### Selected gate families, run 1

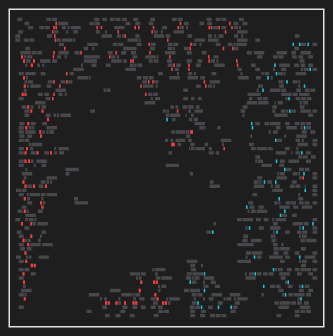
### Metal 1, run 1

Supply wires on this layer in gray.
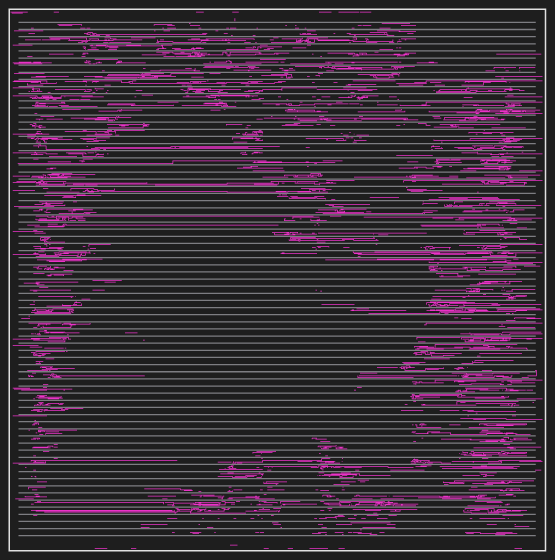
### Clock routing, run 1

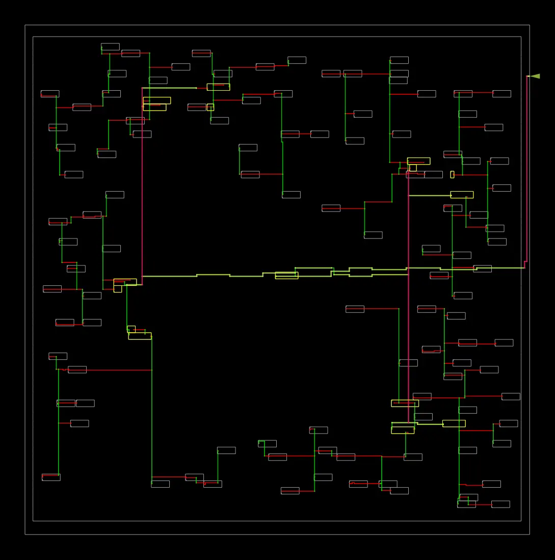
Design membus_arbiter, sky130hd; sources not shown.
==> ci_impl_report.md <==
### Flow metrics

| Metric | Value |
|---|---|
| Synth unique cells | `29` |
| Setup ws final | `513 ps` |
| Setup TNS | `0 ps` |
| Minimum hold slack | `439 ps` |
| Clk pwr share | `30.3%` |
| Max Cap Violations | `0` |
| Post-synth ARST share | `0%` |
| Yosys top cell by area | `dfxtp_1` |
| Main logic family | `buffers and inverters` |
| Simple Share, Synth | `15.5%` |
| Leak | `3.27 nW` |
| Crit path launch type | `input pin` |
| RSZ-0062 raised after global routing | `no` |
| Post-synthesis register bit count | `109` |
| P_seq | `1.23 mW` |
| HPWL Detailed | `19.2 mm` |
| Seq pwr share | `37.4%` |
| MI comb cells | `356` |
| Post-CTS setup buffer count | `0` |
| Gr usage total | `12.2%` |
| Max stage delay on crit path | `600 ps` |
| Hold Path Stages | `1` |
| Row count | `72` |
| Fin crit share | `87.8%` |
| Die height | `206 µm` |
| Area-dominant class | `non-clock buffers` |
| Commonest Layout Cell | `clkdlybuf4s50_1` |
| Sw Ratio | `33.0%` |
| Nets at Floorplan | `982` |
| Arr. time, crit path | `2800 ps` |
| Post-synth EDFFs | `0` |
| Total CTS buffers | `9` |
| Fin nets | `1153` |
| Yosys cell count | `702` |
| Tapcell count | `518` |
| Signal buffers | `348` |
| OpenROAD warnings | `26` |
| DRC | `0` |
| GR peak layer | `met2` |
| Core area | `38600 µm²` |
| XOR Share, Synth | `0%` |
| Final Wtd Congestion | `0.697` |
| Syn_area_per_cell | `8.17 µm²` |
| Post-layout util | `23.2%` |
| Area delta synth->final | `56.0%` |
| Synth Seq Share | `38.0%` |
| Grt total ovfl | `0` |
| Sw Pwr | `1.09 mW` |
| Vias/cell | `4.10` |
| Rel. slew slack | `50.1%` |
| Min Clock Period, post-route | `3690 ps` |
| Worst-path cell chain | `clkdlybuf4s50_1 > or3b_2 > nor2_1 > buf_4 > clkdlybuf4s50_1` |
| Critical path class | `in2out` |
| Power Combinational | `1.07 mW` |
| Clk slew on worst S/H paths | `80 ps` |
| Highest metal used | `met5` |
| Post-layout power | `3.30 mW` |
| Post-Syn Area | `5740 µm²` |
| WP buf/inv | `3` |
| Post-route ant nets | `0` |
| Maximum buffer depth of the clock tree | `2` |
| Status | `complete, no violations` |
| CTS hold repair buffers | `0` |
| Maximum VDD drop | `0.158 mV` |
| Max-area cell share | `38.0%` |
| Clock root cell | `clkbuf_16` |
| Met1 WL | `11.4 mm` |
| GR Layer Usage met2 | `19.5%` |
| Comb. cell area | `2180 µm²` |
| Wire length per cell | `19.4 µm` |
| FF-to-FF path depth | `5` |
| Top cells by count, synth | `buf_4 (130), dfxtp_1 (109), nand2_1 (61)` |
| Inverters | `49` |
| Die width | `204 µm` |
| PwrDens | `369 nW/µm²` |
| CP top delay family | `buffers and inverters` |
## Picture notes: 'Selected gate families'
color	family	cells
red	NAND gates	119
cyan	inverters	49
Final Non-Filler Cells: 1398
Comb/total area: 24.4%

## Picture notes: 'Metal 1'
main direction	horizontal
wire length on this layer	11400 µm
nets with wire on the layer	955
longest straight run	98.0 µm
share of all routed wire	42%
via count: 5731
Routed WL: 27.1 mm
met1 Track Usage GR: 14.6%

## Picture notes: 'Clock routing'
CTS Sinks: 109
clkbuf count: 10
clk pwr: 1.00 mW
Seq Cell Count: 109
Latency at later pin: 370 ps

Power is estimated from default activity; no workload was simulated.
